`src/rtl/wb_trap_ctrl_pkg.sv`:
```
// Shared definitions for the WB trap controller: exception bit indices,
// cause codes, CSR addresses, FSM states and the priority-decoder payload.
package wb_trap_pkg;

    localparam int unsigned EXCP_W  = 9;
    localparam int unsigned CAUSE_W = 5;
    localparam int unsigned CSR_AW  = 12;

    localparam int unsigned EXCP_PC_MISALIGN  = 0;
    localparam int unsigned EXCP_IF_BUS_ERR   = 1;
    localparam int unsigned EXCP_ILEGL_INSTR  = 2;
    localparam int unsigned EXCP_EBREAK       = 3;
    localparam int unsigned EXCP_LD_MISALIGN  = 4;
    localparam int unsigned EXCP_LD_BUS_ERR   = 5;
    localparam int unsigned EXCP_ST_MISALIGN  = 6;
    localparam int unsigned EXCP_ST_BUS_ERR   = 7;
    localparam int unsigned EXCP_ECALL        = 8;

    localparam logic [CAUSE_W-1:0] CAUSE_PC_MISALIGN = 5'd0;
    localparam logic [CAUSE_W-1:0] CAUSE_IF_BUS_ERR  = 5'd1;
    localparam logic [CAUSE_W-1:0] CAUSE_ILEGL_INSTR = 5'd2;
    localparam logic [CAUSE_W-1:0] CAUSE_EBREAK      = 5'd3;
    localparam logic [CAUSE_W-1:0] CAUSE_LD_MISALIGN = 5'd4;
    localparam logic [CAUSE_W-1:0] CAUSE_LD_BUS_ERR  = 5'd5;
    localparam logic [CAUSE_W-1:0] CAUSE_ST_MISALIGN = 5'd6;
    localparam logic [CAUSE_W-1:0] CAUSE_ST_BUS_ERR  = 5'd7;
    localparam logic [CAUSE_W-1:0] CAUSE_ECALL       = 5'd11;

    localparam logic [CSR_AW-1:0] CSR_MEPC   = 12'h341;
    localparam logic [CSR_AW-1:0] CSR_MCAUSE = 12'h342;
    localparam logic [CSR_AW-1:0] CSR_MTVAL  = 12'h343;

    typedef enum logic [2:0] {
        ST_IDLE,
        ST_W_MEPC,
        ST_W_MCAUSE,
        ST_W_MTVAL,
        ST_REDIR
    } state_e;

    typedef enum logic [1:0] {
        TVAL_ZERO,
        TVAL_PC,
        TVAL_ALU
    } tval_sel_e;

    typedef struct packed {
        logic               any;
        logic [CAUSE_W-1:0] cause;
        tval_sel_e          tval_sel;
    } excp_info_t;

endpackage

```
`src/rtl/wb_trap_ctrl_if.sv`:
```
// WB-side handshake, CSR write port and fetch-redirect bundle of the trap controller.
interface wb_trap_ctrl_if #(
    parameter int unsigned XLEN     = 32,
    parameter int unsigned PC_WIDTH = 32
);
    logic                wb_valid_i;
    logic [PC_WIDTH-1:0] wb_pc_i;
    logic [XLEN-1:0]     wb_alu_res_i;
    logic [8:0]          wb_excp_i;
    logic                wb_mret_i;
    logic                wb_csr_wen_i;
    logic [11:0]         wb_csr_idx_i;
    logic [XLEN-1:0]     wb_csr_wdata_i;
    logic [XLEN-1:0]     mtvec_i;
    logic [XLEN-1:0]     mepc_i;

    logic                wb_ready_o;
    logic                csr_wen_o;
    logic [11:0]         csr_widx_o;
    logic [XLEN-1:0]     csr_wdata_o;
    logic                flush_o;
    logic                redirect_valid_o;
    logic [PC_WIDTH-1:0] redirect_pc_o;
    logic                trap_commit_o;
    logic                mret_commit_o;

    modport master (
        output wb_valid_i, wb_pc_i, wb_alu_res_i, wb_excp_i, wb_mret_i,
               wb_csr_wen_i, wb_csr_idx_i, wb_csr_wdata_i, mtvec_i, mepc_i,
        input  wb_ready_o, csr_wen_o, csr_widx_o, csr_wdata_o, flush_o,
               redirect_valid_o, redirect_pc_o, trap_commit_o, mret_commit_o
    );

    modport slave (
        input  wb_valid_i, wb_pc_i, wb_alu_res_i, wb_excp_i, wb_mret_i,
               wb_csr_wen_i, wb_csr_idx_i, wb_csr_wdata_i, mtvec_i, mepc_i,
        output wb_ready_o, csr_wen_o, csr_widx_o, csr_wdata_o, flush_o,
               redirect_valid_o, redirect_pc_o, trap_commit_o, mret_commit_o
    );
endinterface

```
`src/rtl/wb_excp_prio.sv`:
```
// Combinational exception priority decoder: flags -> {any, cause, tval source}.
module wb_excp_prio
    import wb_trap_pkg::*;
(
    input  logic [EXCP_W-1:0] excp,
    output excp_info_t        info_c
);

    always_comb begin
        info_c          = '0;
        info_c.tval_sel = TVAL_ZERO;
        info_c.any      = |excp;
        // Highest-priority flag wins; chain order is the architectural priority.
        if (excp[EXCP_IF_BUS_ERR]) begin
            info_c.cause    = CAUSE_IF_BUS_ERR;
            info_c.tval_sel = TVAL_PC;
        end else if (excp[EXCP_PC_MISALIGN]) begin
            info_c.cause    = CAUSE_PC_MISALIGN;
            info_c.tval_sel = TVAL_ALU;
        end else if (excp[EXCP_ILEGL_INSTR]) begin
            info_c.cause    = CAUSE_ILEGL_INSTR;
        end else if (excp[EXCP_ECALL]) begin
            info_c.cause    = CAUSE_ECALL;
        end else if (excp[EXCP_EBREAK]) begin
            info_c.cause    = CAUSE_EBREAK;
            info_c.tval_sel = TVAL_PC;
        end else if (excp[EXCP_LD_MISALIGN]) begin
            info_c.cause    = CAUSE_LD_MISALIGN;
            info_c.tval_sel = TVAL_ALU;
        end else if (excp[EXCP_ST_MISALIGN]) begin
            info_c.cause    = CAUSE_ST_MISALIGN;
            info_c.tval_sel = TVAL_ALU;
        end else if (excp[EXCP_LD_BUS_ERR]) begin
            info_c.cause    = CAUSE_LD_BUS_ERR;
            info_c.tval_sel = TVAL_ALU;
        end else if (excp[EXCP_ST_BUS_ERR]) begin
            info_c.cause    = CAUSE_ST_BUS_ERR;
            info_c.tval_sel = TVAL_ALU;
        end
    end

endmodule

```
`src/rtl/wb_trap_ctrl.sv`:
```
// Post-WB trap/MRET sequencer: owns the CSR write port, writes mepc/mcause/mtval
// on a trap, then flushes the pipe and redirects fetch.
module wb_trap_ctrl
    import wb_trap_pkg::*;
#(
    parameter int unsigned XLEN     = 32,
    parameter int unsigned PC_WIDTH = 32
) (
    input  logic           clk,
    input  logic           rst_n,
    wb_trap_ctrl_if.slave  bus
);

    state_e              state;
    logic [PC_WIDTH-1:0] epc;
    logic [CAUSE_W-1:0]  cause;
    logic [XLEN-1:0]     tval;
    logic                is_mret;

    excp_info_t          info_c;
    logic [XLEN-1:0]     tval_c;
    logic                unused_bits;

    assign unused_bits = ^{bus.mtvec_i[1:0]};

    wb_excp_prio u_prio (
        .excp   (bus.wb_excp_i),
        .info_c (info_c)
    );

    always_comb begin
        case (info_c.tval_sel)
            TVAL_ALU: tval_c = bus.wb_alu_res_i;
            TVAL_PC:  tval_c = XLEN'(bus.wb_pc_i);
            default:  tval_c = '0;
        endcase
    end

    // Sequencer state and trap context; epc doubles as the latched MRET target.
    always_ff @(posedge clk or negedge rst_n) begin
        if (!rst_n) begin
            state   <= ST_IDLE;
            epc     <= '0;
            cause   <= '0;
            tval    <= '0;
            is_mret <= 1'b0;
        end else begin
            case (state)
                ST_IDLE: begin
                    if (bus.wb_valid_i && info_c.any) begin
                        epc     <= bus.wb_pc_i;
                        cause   <= info_c.cause;
                        tval    <= tval_c;
                        is_mret <= 1'b0;
                        state   <= ST_W_MEPC;
                    end else if (bus.wb_valid_i && bus.wb_mret_i) begin
                        epc     <= PC_WIDTH'(bus.mepc_i);
                        is_mret <= 1'b1;
                        state   <= ST_REDIR;
                    end
                end
                ST_W_MEPC:   state <= ST_W_MCAUSE;
                ST_W_MCAUSE: state <= ST_W_MTVAL;
                ST_W_MTVAL:  state <= ST_REDIR;
                ST_REDIR:    state <= ST_IDLE;
                default:     state <= ST_IDLE;
            endcase
        end
    end

    // Outputs decode from state/regs; only the IDLE CSR pass-through sees WB inputs.
    always_comb begin
        bus.wb_ready_o       = 1'b0;
        bus.csr_wen_o        = 1'b0;
        bus.csr_widx_o       = '0;
        bus.csr_wdata_o      = '0;
        bus.flush_o          = 1'b1;
        bus.redirect_valid_o = 1'b0;
        bus.redirect_pc_o    = '0;
        bus.trap_commit_o    = 1'b0;
        bus.mret_commit_o    = 1'b0;
        case (state)
            ST_IDLE: begin
                bus.wb_ready_o = 1'b1;
                bus.flush_o    = 1'b0;
                if (bus.wb_valid_i && !info_c.any && !bus.wb_mret_i && bus.wb_csr_wen_i) begin
                    bus.csr_wen_o   = 1'b1;
                    bus.csr_widx_o  = bus.wb_csr_idx_i;
                    bus.csr_wdata_o = bus.wb_csr_wdata_i;
                end
            end
            ST_W_MEPC: begin
                bus.csr_wen_o   = 1'b1;
                bus.csr_widx_o  = CSR_MEPC;
                bus.csr_wdata_o = XLEN'(epc) & ~XLEN'(1);
            end
            ST_W_MCAUSE: begin
                bus.csr_wen_o   = 1'b1;
                bus.csr_widx_o  = CSR_MCAUSE;
                bus.csr_wdata_o = XLEN'(cause);
            end
            ST_W_MTVAL: begin
                bus.csr_wen_o   = 1'b1;
                bus.csr_widx_o  = CSR_MTVAL;
                bus.csr_wdata_o = tval;
            end
            ST_REDIR: begin
                bus.redirect_valid_o = 1'b1;
                bus.trap_commit_o    = !is_mret;
                bus.mret_commit_o    = is_mret;
                bus.redirect_pc_o    = is_mret ? epc
                                     : PC_WIDTH'({bus.mtvec_i[XLEN-1:2], 2'b00});
            end
            default: begin
                bus.flush_o = 1'b1;
            end
        endcase
    end

endmodule
```
`src/flat_wrapper.sv`:
```
// flat-port wrapper written by rule: the top's interface ports become plain ports
module wb_trap_ctrl_flat import wb_trap_pkg::*;
#(
    parameter int unsigned XLEN     = 32,
    parameter int unsigned PC_WIDTH = 32
)
  (clk, rst_n, bus_wb_valid_i, bus_wb_pc_i, bus_wb_alu_res_i, bus_wb_excp_i, bus_wb_mret_i, bus_wb_csr_wen_i, bus_wb_csr_idx_i, bus_wb_csr_wdata_i, bus_mtvec_i, bus_mepc_i, bus_wb_ready_o, bus_csr_wen_o, bus_csr_widx_o, bus_csr_wdata_o, bus_flush_o, bus_redirect_valid_o, bus_redirect_pc_o, bus_trap_commit_o, bus_mret_commit_o);
  wb_trap_ctrl_if #(.XLEN(XLEN), .PC_WIDTH(PC_WIDTH)) bus_i ();
  input  logic clk;
  input  logic rst_n;
  input wire logic [$bits(bus_i.wb_valid_i)-1:0] bus_wb_valid_i;
  input wire logic [$bits(bus_i.wb_pc_i)-1:0] bus_wb_pc_i;
  input wire logic [$bits(bus_i.wb_alu_res_i)-1:0] bus_wb_alu_res_i;
  input wire logic [$bits(bus_i.wb_excp_i)-1:0] bus_wb_excp_i;
  input wire logic [$bits(bus_i.wb_mret_i)-1:0] bus_wb_mret_i;
  input wire logic [$bits(bus_i.wb_csr_wen_i)-1:0] bus_wb_csr_wen_i;
  input wire logic [$bits(bus_i.wb_csr_idx_i)-1:0] bus_wb_csr_idx_i;
  input wire logic [$bits(bus_i.wb_csr_wdata_i)-1:0] bus_wb_csr_wdata_i;
  input wire logic [$bits(bus_i.mtvec_i)-1:0] bus_mtvec_i;
  input wire logic [$bits(bus_i.mepc_i)-1:0] bus_mepc_i;
  output wire logic [$bits(bus_i.wb_ready_o)-1:0] bus_wb_ready_o;
  output wire logic [$bits(bus_i.csr_wen_o)-1:0] bus_csr_wen_o;
  output wire logic [$bits(bus_i.csr_widx_o)-1:0] bus_csr_widx_o;
  output wire logic [$bits(bus_i.csr_wdata_o)-1:0] bus_csr_wdata_o;
  output wire logic [$bits(bus_i.flush_o)-1:0] bus_flush_o;
  output wire logic [$bits(bus_i.redirect_valid_o)-1:0] bus_redirect_valid_o;
  output wire logic [$bits(bus_i.redirect_pc_o)-1:0] bus_redirect_pc_o;
  output wire logic [$bits(bus_i.trap_commit_o)-1:0] bus_trap_commit_o;
  output wire logic [$bits(bus_i.mret_commit_o)-1:0] bus_mret_commit_o;
  assign bus_i.wb_valid_i = bus_wb_valid_i;
  assign bus_i.wb_pc_i = bus_wb_pc_i;
  assign bus_i.wb_alu_res_i = bus_wb_alu_res_i;
  assign bus_i.wb_excp_i = bus_wb_excp_i;
  assign bus_i.wb_mret_i = bus_wb_mret_i;
  assign bus_i.wb_csr_wen_i = bus_wb_csr_wen_i;
  assign bus_i.wb_csr_idx_i = bus_wb_csr_idx_i;
  assign bus_i.wb_csr_wdata_i = bus_wb_csr_wdata_i;
  assign bus_i.mtvec_i = bus_mtvec_i;
  assign bus_i.mepc_i = bus_mepc_i;
  assign bus_wb_ready_o = bus_i.wb_ready_o;
  assign bus_csr_wen_o = bus_i.csr_wen_o;
  assign bus_csr_widx_o = bus_i.csr_widx_o;
  assign bus_csr_wdata_o = bus_i.csr_wdata_o;
  assign bus_flush_o = bus_i.flush_o;
  assign bus_redirect_valid_o = bus_i.redirect_valid_o;
  assign bus_redirect_pc_o = bus_i.redirect_pc_o;
  assign bus_trap_commit_o = bus_i.trap_commit_o;
  assign bus_mret_commit_o = bus_i.mret_commit_o;
  wb_trap_ctrl #(.XLEN(XLEN), .PC_WIDTH(PC_WIDTH)) u_core (.clk(clk), .rst_n(rst_n), .bus(bus_i));
endmodule
```
`config.mk`:
```
export PLATFORM = sky130hd
export DESIGN_NAME = wb_trap_ctrl_flat
export DESIGN_NICKNAME = d
export VERILOG_FILES = /design/src/rtl/wb_trap_ctrl_pkg.sv /design/src/rtl/wb_trap_ctrl_if.sv /design/src/rtl/wb_excp_prio.sv /design/src/rtl/wb_trap_ctrl.sv /design/src/flat_wrapper.sv
export SDC_FILE = /design/constraint.sdc
export NUM_CORES = 1
export LEC_CHECK = 0
export CORE_AREA = 4 4 121 123
export DETAILED_ROUTE_END_ITERATION = 8
export DIE_AREA = 0 0 125 127
export GPL_ROUTABILITY_DRIVEN = 0
export GPL_TIMING_DRIVEN = 0
export HOLD_SLACK_MARGIN = 0.15
export PLACE_DENSITY = 0.79
export SLEW_MARGIN = 20
export SYNTH_ARGS = -nofsm -noshare
export SYNTH_HDL_FRONTEND = slang
export SYNTH_HIERARCHICAL = 1
export SYNTH_SLANG_ARGS = --single-unit
```
`constraint.sdc`:
```
create_clock -name clk -period 5 [get_ports clk]
set_clock_uncertainty 0.1 [all_clocks]
set_input_delay 0.75 -clock clk [delete_from_list [all_inputs] [get_ports clk]]
set_output_delay 0.75 -clock clk [all_outputs]
set_load 0.1 [all_outputs]
```
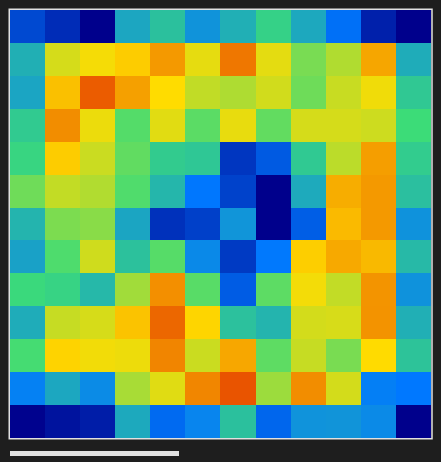
run_1/cell_density.png
Scale bar: 50 um. The die is cut into 12 by 13 equal tiles; dark blue is low, red is high, 0 to 100% covered.
fullest tile: 91%
tiles over 75% full: 19%
emptiest ninth of the die: middle
mean over tiles: 52%
nearly empty tiles: 3.8%
Starting Density: 0.388
Core ar.: 13700 um^2

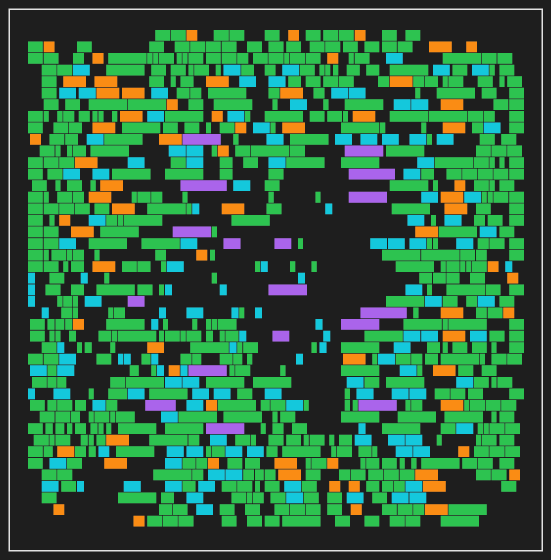
run_1/sizes.png
| colour | size | cells | share |
|---|---|---|---|
| orange | _3 and _4 cells | 69 | 8.7% |
| cyan | _2 cells | 139 | 18% |
| green | _0 and _1 cells | 565 | 72% |
| purple | _6 and larger | 17 | 2.2% |
P&R area growth vs syn: 59.1%
Setup WS post-layout: 0.136 ns

==> job_summary.md, run 1 <==
## Implementation flow summary

| Metric | Value |
|---|---|
| Clock Power Share | `0.134` |
| Die Wd | `125 um` |
| Period minus WS final | `4.86 ns` |
| FF-to-FF path depth | `5` |
| Routed met3 length | `1400 um` |
| Basic Gates by Area | `0.111` |
| Crit path max fanout | `10` |
| Leakage | `3.66 nW` |
| # setup viols final | `0` |
| Post-Synth Adder-Cell Area | `0.00472` |
| Number of synthesized register bits | `73` |
| First-pass GRT wire length | `31300 um` |
| GR Overflow Total | `0` |
| Count of tool warnings | `29` |
| Port Buffers | `265` |
| Area leader share | `0.345` |
| FFs w/ async S/R, synth | `1.00` |
| Fin. max-slew vios | `0` |
| # rows | `43` |
| Max Fclk | `0.206 GHz` |
| Sink Count | `73` |
| Max_slew headroom | `0.323` |
| Fin util | `0.617` |
| TritonCTS Buffers | `9` |
| Post-synth EDFFs | `0` |
| DRC errors left | `0` |
| Top-count cell post-synth | `nor2_1` |
| Clock tree from TritonCTS | `done` |
| Post-synthesis average cell area | `10.4 um^2` |
| Hold WS | `0.276 ns` |
| Status | `finished clean` |
| Yosys cell types | `40` |
| Yosys warns | `6` |
| Yosys chip area | `5300 um^2` |
| Cycle use final | `0.973` |
| Cell count along the critical path | `9` |
| Compound Share, Synth | `0.121` |
| Combinational Power Share | `0.662` |
| Biggest area cells | `dfrtp_1 34%, mux2_2 20%, mux2_4 10%, nor2_1 7.0%, mux2i_1 5.7%` |
| XOR Share, Synth | `0.00165` |
| Cts hold-fix bufs | `0` |
| Post-CTS sizing | `145` |
| Post-DRT Antenna Nets | `0` |
| Cell count after synthesis | `509` |
| Bufs and invs on worst path | `4` |
| Startpoint Class | `input pin` |
| Sw frac | `0.524` |
| Critical path endpoint category | `output port` |
| Synth Cell Area | `5300 um^2` |
| MUX share of area | `0.366` |
| H-tree Lvls | `3` |
| WL met2 | `10100 um` |
| Routed via count | `5245` |
| Main logic family after synthesis | `multiplexers` |
| Ant diodes | `0` |
| WP data arrival | `4.01 ns` |
| Synth Net Count | `697` |
| DR vias/cell | `5.41` |
| Top post-synthesis cells by count | `99 x nor2_1, 96 x mux2_2, 73 x dfrtp_1` |
| Setup bufs post-CTS | `0` |
| Setup CP Type | `in2out` |
| Largest net degree at the start of global routing | `38` |
| Number of global-route vias before repair | `5684` |
| Hold Vio Cnt, Final | `0` |
| # fillers | `1151` |
| Final HPWL DP | `15800 um` |
| Vert. Die Dim | `127 um` |
| Setup TNS | `0 ns` |
| Layout cells sized above 1 | `0.285` |
| DRT met1 WL | `8630 um` |
| Slowest cell on crit path | `or4b_1` |
| Clk buf depth | `2` |
| Max Cap Viol | `0` |
| Yosys top cell by area | `dfrtp_1` |
| Chip footprint | `15900 um^2` |
| Ys cells | `509` |
| Crit path max-delay family | `simple AND/OR/NAND/NOR gates` |
| Worst IR drop on VDD | `0.000480 V` |
| Drt initial violations | `322` |
| I/O Pins | `268` |
| Cell-internal power | `0.00258 W` |
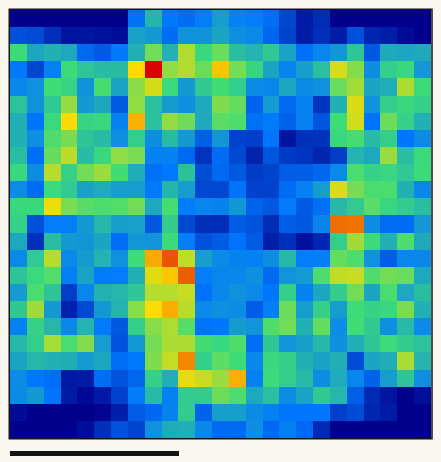
run_1/metal_density.png
Scale bar: 50 um. The die is cut into 25 by 25 equal tiles; dark blue is low, red is high, scaled to the fullest tile. Values are wire area over tile area, all layers added.
tiles over half the peak: 19%
mean over tiles: 0.21
fullest tile: 0.60
nearly empty tiles: 5.3%
emptiest ninth of the die: bottom left
GRT Overall Usage: 0.251
DRT Wirelength: 20700 um
WL per Instance: 21.3 um

## run 1: power by group through the flow
stage                     registers (W)  clock network [W]  logic, W
after global placement          0.00108                  0   0.00362
after floorplan                 0.00102                  0   0.00277
final                           0.00110           0.000727   0.00359
after global routing            0.00113           0.000763   0.00374
after CTS                       0.00109           0.000739   0.00363
after detailed placement        0.00110                  0   0.00366
## run 1: worst reg2reg max path: stages, from the launching register on
cell	delay, ns
dfrtp_1	0.46
nor2_4	0.24
and4bb_1	0.22
buf_2	0.22
buf_6	0.22
mux2_4	0.32
## run 1: per-layer routing
| layer | up-vias | GRT usage |
|---|---|---|
| met1 | 2525 | 0.306 |
| met5 | - | 0 |
| met3 | 42 | 0.0506 |
| met4 | 0 | 0.0906 |
| li1 | 2420 | - |
| met2 | 258 | 0.440 |
## run 1: through the flow
stage	area [um^2]	setup slack [ns]	total power [W]	std cells
after detailed placement	8190	-0.643	0.00477	955
after global routing	8430	-0.00885	0.00564	970
final	8430	0.136	0.00541	970
after floorplan	5300	0.112	0.00379	509
after global placement	8180	-0.659	0.00470	954
after CTS	8550	0.00356	0.00546	970
## run 1: sequential cells by signal (all words and copies together) (netlist names)
signal / count
u_core/tval: 32
u_core/is_mret: 1
u_core/state: 3
u_core/epc: 32
u_core/cause: 5
## run 1: final timing paths
check	slack [ns]	startpoint	endpoint
hold reg to reg	0.40	u_core/tval[12]$_DFFE_PN0P_	u_core/tval[12]$_DFFE_PN0P_
setup reg to reg	3.11	u_core/state[0]$_DFFE_PN0P_	u_core/epc[22]$_DFFE_PN0P_
setup / recovery	0.14	bus_wb_excp_i[4]	bus_csr_wdata_o[15]
min in group clk	0.40	u_core/tval[12]$_DFFE_PN0P_	u_core/tval[12]$_DFFE_PN0P_
hold / removal	0.28	rst_n	u_core/cause[3]$_DFFE_PN0P_
max in group asynchronous	3.94	rst_n	u_core/tval[12]$_DFFE_PN0P_
## run 1: placed cells by master (no fill, tap or decap), drive strengths merged
master,netlist,layout
o31ai,2,2
a31o,1,1
clkinvlp,0,1
a22oi,36,36
a32oi,28,28
ha,2,2
or4b,1,1
nand2,6,6
o21a,1,1
and3,9,9
a21o,1,1
conb,1,1
mux2,133,133
clkdlybuf4s50,0,219
nor2,100,100
dfrtp,73,73
clkinv,0,2
buf,28,38
or4,1,1
o2bb2ai,4,4
bufinv,0,3
a31oi,1,1
inv,6,6
a21oi,6,6
or3,1,1
a211oi,1,1
xnor2,1,1
nand3b,1,1
clkbuf,21,57
o21bai,1,1
nand4b,2,2
nor3,3,3
and4bb,1,1
mux2i,30,30
nor4bb,1,1
clkdlybuf4s15,0,10
and2,4,4
nor2b,2,2
## run 1: layout make-up
| class | instances | area [um^2] | area share |
|---|---|---|---|
| multi-input combinational | 381 | 3210 | 0.380 |
| timing repair buffer | 266 | 2570 | 0.305 |
| sequential | 73 | 1830 | 0.217 |
| buffer | 49 | 245 | 0.0291 |
| clock buffer | 9 | 225 | 0.0267 |
| tap | 180 | 225 | 0.0267 |
| clock inverter | 6 | 108 | 0.0128 |
| inverter | 6 | 22.5 | 0.00267 |
run_1/placement_by_type.png
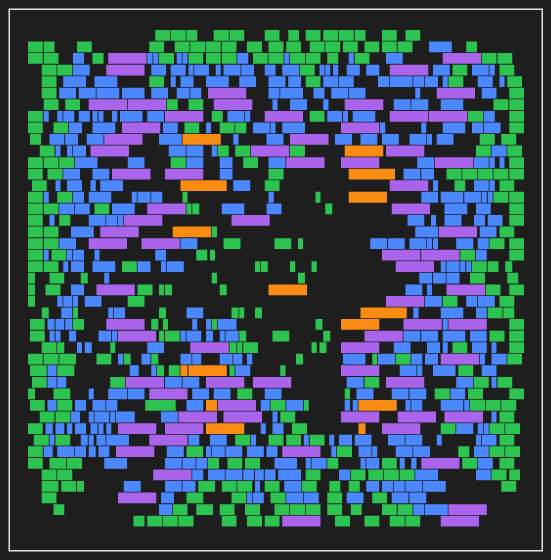

## Run 2: what changed since run 1
Settings changed: PLACE_DENSITY 0.79 to 0.9.
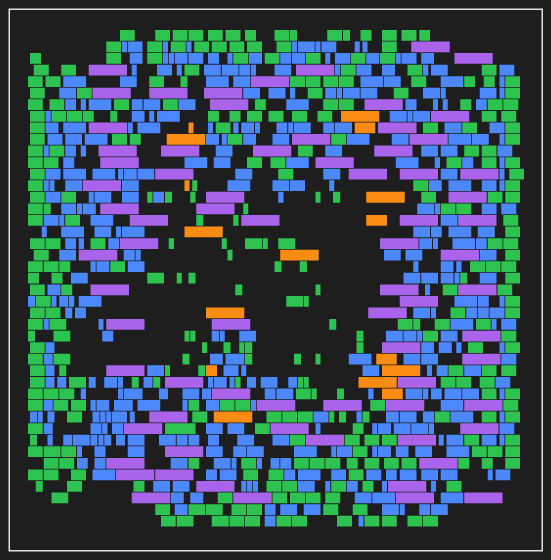
run_2/placement_by_type.png
| colour | class | cells | share of their area |
|---|---|---|---|
| blue | combinational and other logic | 387 | 40% |
| purple | flops | 73 | 22% |
| green | other buffers and delay cells | 315 | 34% |
| orange | clock drivers and dummy loads | 16 | 3.6% |
fin util: 0.614
# rows: 43
fin area: 8390 um^2

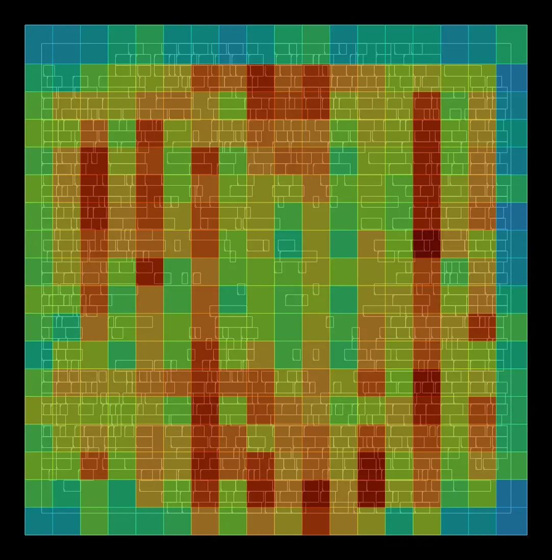
run_2/congestion.png
GRT Max-Usage Layer: met2
GRT Overall Usage: 0.256

==> run 2 against run 1 <==
Sequential power about the same. Sequential share of layout area increased by 0.12 points. Critical endpoint is now bus_csr_wdata_o[27]. Largest cell class unchanged. Register-to-register slack barely moved. Routed wire length up 0.80%. Synthesized cell count did not move. Maximum frequency is 0.44% lower. Critical path type unchanged. Worst hold slack better by 0.0095 ns. Cell count is 0.10% higher.
==> job_summary.md, run 2 <==
## Implementation flow summary

| Metric | Value |
|---|---|
| Sw frac | `0.534 (was 0.524)` |
| MUX share of area | `0.366 (unchanged)` |
| Met3 Resource Use GR | `0.0615 (was 0.0506)` |
| Nets | `974 (unchanged)` |
| Global-route track usage on met2 | `0.438 (was 0.440)` |
| Period minus WS final | `4.89 ns (was 4.86 ns)` |
| Routed via count | `5289 (was 5245)` |
| Latest clock arrival within the worst-skew pair | `0.33 ns (about the same)` |
| Status | `finished clean (unchanged)` |
| Count of tool warnings | `29 (unchanged)` |
| Biggest area cells | `dfrtp_1 34%, mux2_2 20%, mux2_4 10%, nor2_1 7.0%, mux2i_1 5.7% (unchanged)` |
| Combinational Power Share | `0.673 (was 0.662)` |
| Hold Vio Cnt, Final | `0 (unchanged)` |
| First-pass GRT wire length | `31600 um (was 31300 um)` |
| # fillers | `1148 (was 1151)` |
| Chip footprint | `15900 um^2 (unchanged)` |
| Yosys chip area | `5300 um^2 (unchanged)` |
| Number of global-route vias before repair | `5637 (was 5684)` |
| H-tree Lvls | `3 (unchanged)` |
| Cts hold-fix bufs | `0 (unchanged)` |
| Critical path endpoint category | `output port (unchanged)` |
| Clk buf depth | `2 (unchanged)` |
| Reg area | `1830 um^2 (unchanged)` |
| Setup bufs post-CTS | `0 (unchanged)` |
| Sink Count | `73 (unchanged)` |
| Top Layout Cells | `219 x clkdlybuf4s50_1, 99 x nor2_1, 96 x mux2_2, 73 x dfrtp_1, 37 x mux2_4 (unchanged)` |
| Worst r2r dst | `u_core/tval[28]$_DFFE_PN0P_ (was u_core/epc[22]$_DFFE_PN0P_)` |
| Place WS | `-0.680 ns (was -0.643 ns)` |
| XOR Share, Synth | `0.00165 (unchanged)` |
| Number of synthesized register bits | `73 (unchanged)` |
| P&R area growth vs syn | `58.3% (was 59.1%)` |
| Synth Cell Area | `5300 um^2 (unchanged)` |
| Core ar. | `13700 um^2 (unchanged)` |
| Top Registers | `u_core/epc x32, u_core/tval x32, u_core/cause x5 (unchanged)` |
| Clock Power Share | `0.120 (was 0.134)` |
| Cell-internal power | `0.00248 W (was 0.00258 W)` |
| Port Buffers | `265 (unchanged)` |
| Ant diodes | `0 (unchanged)` |
| FF-to-FF path depth | `5 (unchanged)` |
| WP data arrival | `4.04 ns (was 4.01 ns)` |
| Post-Synth Adder-Cell Area | `0.00472 (unchanged)` |
| Final HPWL DP | `15800 um (about the same)` |
| Total power | `0.00533 W (was 0.00541 W)` |
| I/O Pins | `268 (unchanged)` |
| Critical path origin | `bus_wb_excp_i[4] (unchanged)` |
| Cell count after synthesis | `509 (unchanged)` |
| Setup CP Type | `in2out (unchanged)` |
| Leakage | `3.65 nW (was 3.66 nW)` |
| RR Startpoint | `u_core/state[0]$_DFFE_PN0P_ (unchanged)` |
| TritonCTS Buffers | `9 (unchanged)` |
| Area leader share | `0.345 (unchanged)` |
| Vert. Die Dim | `127 um (unchanged)` |
| Yosys top cell by area | `dfrtp_1 (unchanged)` |
| Post-synth EDFFs | `0 (unchanged)` |
| DR vias/cell | `5.45 (was 5.41)` |
| Die Wd | `125 um (unchanged)` |
| Dominant logic cell type in the layout | `clkdlybuf4s50_1 (unchanged)` |
| Post-synthesis average cell area | `10.4 um^2 (unchanged)` |
| Crit path max fanout | `10 (unchanged)` |
| Post-DRT Antenna Nets | `0 (unchanged)` |
| # setup viols final | `0 (unchanged)` |
| Worst IR drop on VDD | `0.000533 V (was 0.000480 V)` |
| Yosys warns | `6 (unchanged)` |
| GR Overflow Total | `0 (unchanged)` |
| Fin. max-slew vios | `0 (unchanged)` |
| Largest net degree at the start of global routing | `39 (was 38)` |
| Placed inst area | `8190 um^2 (unchanged)` |
| Crit path to | `bus_csr_wdata_o[27] (was bus_csr_wdata_o[15])` |
| Max Fclk | `0.205 GHz (was 0.206 GHz)` |
| Routing usage on met1 | `0.311 (was 0.306)` |
| Compound Share, Synth | `0.121 (unchanged)` |
| Ys cells | `509 (unchanged)` |
| Drt initial violations | `411 (was 322)` |
| Top-count cell post-synth | `nor2_1 (unchanged)` |
| FFs w/ async S/R, synth | `1.00 (unchanged)` |
| Main logic family after synthesis | `multiplexers (unchanged)` |
| DRC errors left | `0 (unchanged)` |
| Cycle use final | `0.977 (was 0.973)` |
| R2r setup slk | `3.10 ns (was 3.11 ns)` |
| Setup WS post-layout | `0.114 ns (was 0.136 ns)` |
| Layout cells sized above 1 | `0.283 (was 0.285)` |
| Logic cell area | `3210 um^2 (unchanged)` |
| Max Cap Viol | `0 (unchanged)` |
| Startpoint Class | `input pin (unchanged)` |
| Starting Density | `0.388 (unchanged)` |
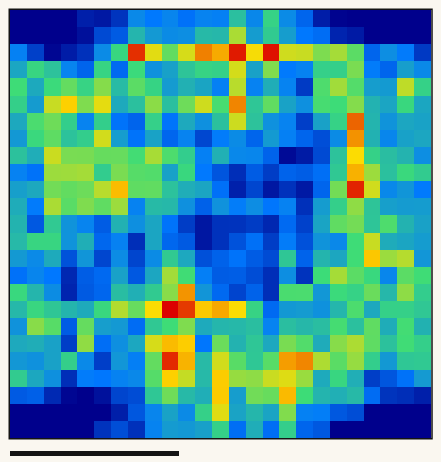
run_2/metal_density.png
Scale bar: 50 um. The die is cut into 25 by 25 equal tiles; dark blue is low, red is high, scaled to the fullest tile. Values are wire area over tile area, all layers added.
mean over tiles: 0.21
densest ninth of the die: bottom middle
tiles over half the peak: 25%
WL per Instance: 21.5 um
DRT Wirelength: 20800 um

## run 2: cell counts after synthesis
Identical to the previous run, type by type.
## run 2: what timing repair did
item / CTS / global route
endpoints found under the hold margin: 0 / 0
endpoints found under the setup margin: 45 / 35
gates cloned: 0 / 0
pin swaps: 0 / 0
gates resized: 155 / 70
## run 2: cell type report
class | count | share of cell area
multi-input combinational | 381 | 0.382
timing repair buffer | 266 | 0.306
sequential | 73 | 0.218
clock buffer | 15 | 0.0343
buffer | 49 | 0.0289
tap | 180 | 0.0269
inverter | 6 | 0.00269
clock inverter | 1 | 0.000895
## run 2: logic make-up (layout without fill, tap and decap cells)
| group | count (synthesis) | count (layout) |
|---|---|---|
| AOI/OAI and AO/OA | 82 | 82 |
| muxes | 163 | 163 |
| adders and majority gates | 2 | 2 |
| DFF | 73 | 73 |
| other | 1 | 1 |
| and+or+nand+nor | 132 | 132 |
| xor gates and xnor gates | 1 | 1 |
| buffers and inverters | 55 | 337 |
## run 2: power groups by stage
stage / Clock (W) / Sequential (W) / Combinational [W]
2_1_floorplan: 0 / 0.00102 / 0.00277
3_3_place_gp: 0 / 0.00108 / 0.00363
3_5_place_dp: 0 / 0.00110 / 0.00368
4_1_cts: 0.000652 / 0.00109 / 0.00363
5_1_grt: 0.000677 / 0.00114 / 0.00374
6_report: 0.000638 / 0.00110 / 0.00359
## run 2: worst max-delay path, cell delays in order
cell	delay, ns
clkdlybuf4s50_1	0.44
or4_4	0.55
or4b_1	0.61
nor4bb_1	0.31
clkbuf_1	0.31
buf_2	0.34
a32oi_1	0.14
nor2_1	0.12
buf_2	0.44
## run 2: stage by stage
| stage | setup TNS, ns | util | std cells | hold slack, ns |
|---|---|---|---|---|
| floorplan | 0 | - | 509 | 0.354 |
| global placement | -22.33 | 0.598 | 954 | 0.381 |
| detailed placement | -23.75 | 0.600 | 955 | 0.391 |
| CTS | 0 | 0.621 | 971 | 0.298 |
| global route | 0 | 0.614 | 971 | 0.325 |
| finish | 0 | 0.614 | 971 | 0.285 |
## run 2: worst min-delay path by stage
stage / from / end / slack, ns / depth (start not counted)
finish: rst_n / u_core/tval[2]$_DFFE_PN0P_ / 0.29 / 1
global route: rst_n / u_core/cause[2]$_DFFE_PN0P_ / 0.33 / 1
CTS: rst_n / u_core/tval[2]$_DFFE_PN0P_ / 0.30 / 1
detailed placement: u_core/tval[12]$_DFFE_PN0P_ / u_core/tval[12]$_DFFE_PN0P_ / 0.39 / 1
global placement: u_core/tval[17]$_DFFE_PN0P_ / u_core/tval[17]$_DFFE_PN0P_ / 0.38 / 1
floorplan: rst_n / u_core/cause[0]$_DFFE_PN0P_ / 0.35 / 0
## run 2: layer usage
metal  vias to the layer above  wire length (um)
li1                       2422                 -
met1                      2536              8440
met2                       284             10200
met3                        47              1570
met4                         0               611
met5                         -                 0
No activity file was given, so power comes from the tool's default toggle rates.
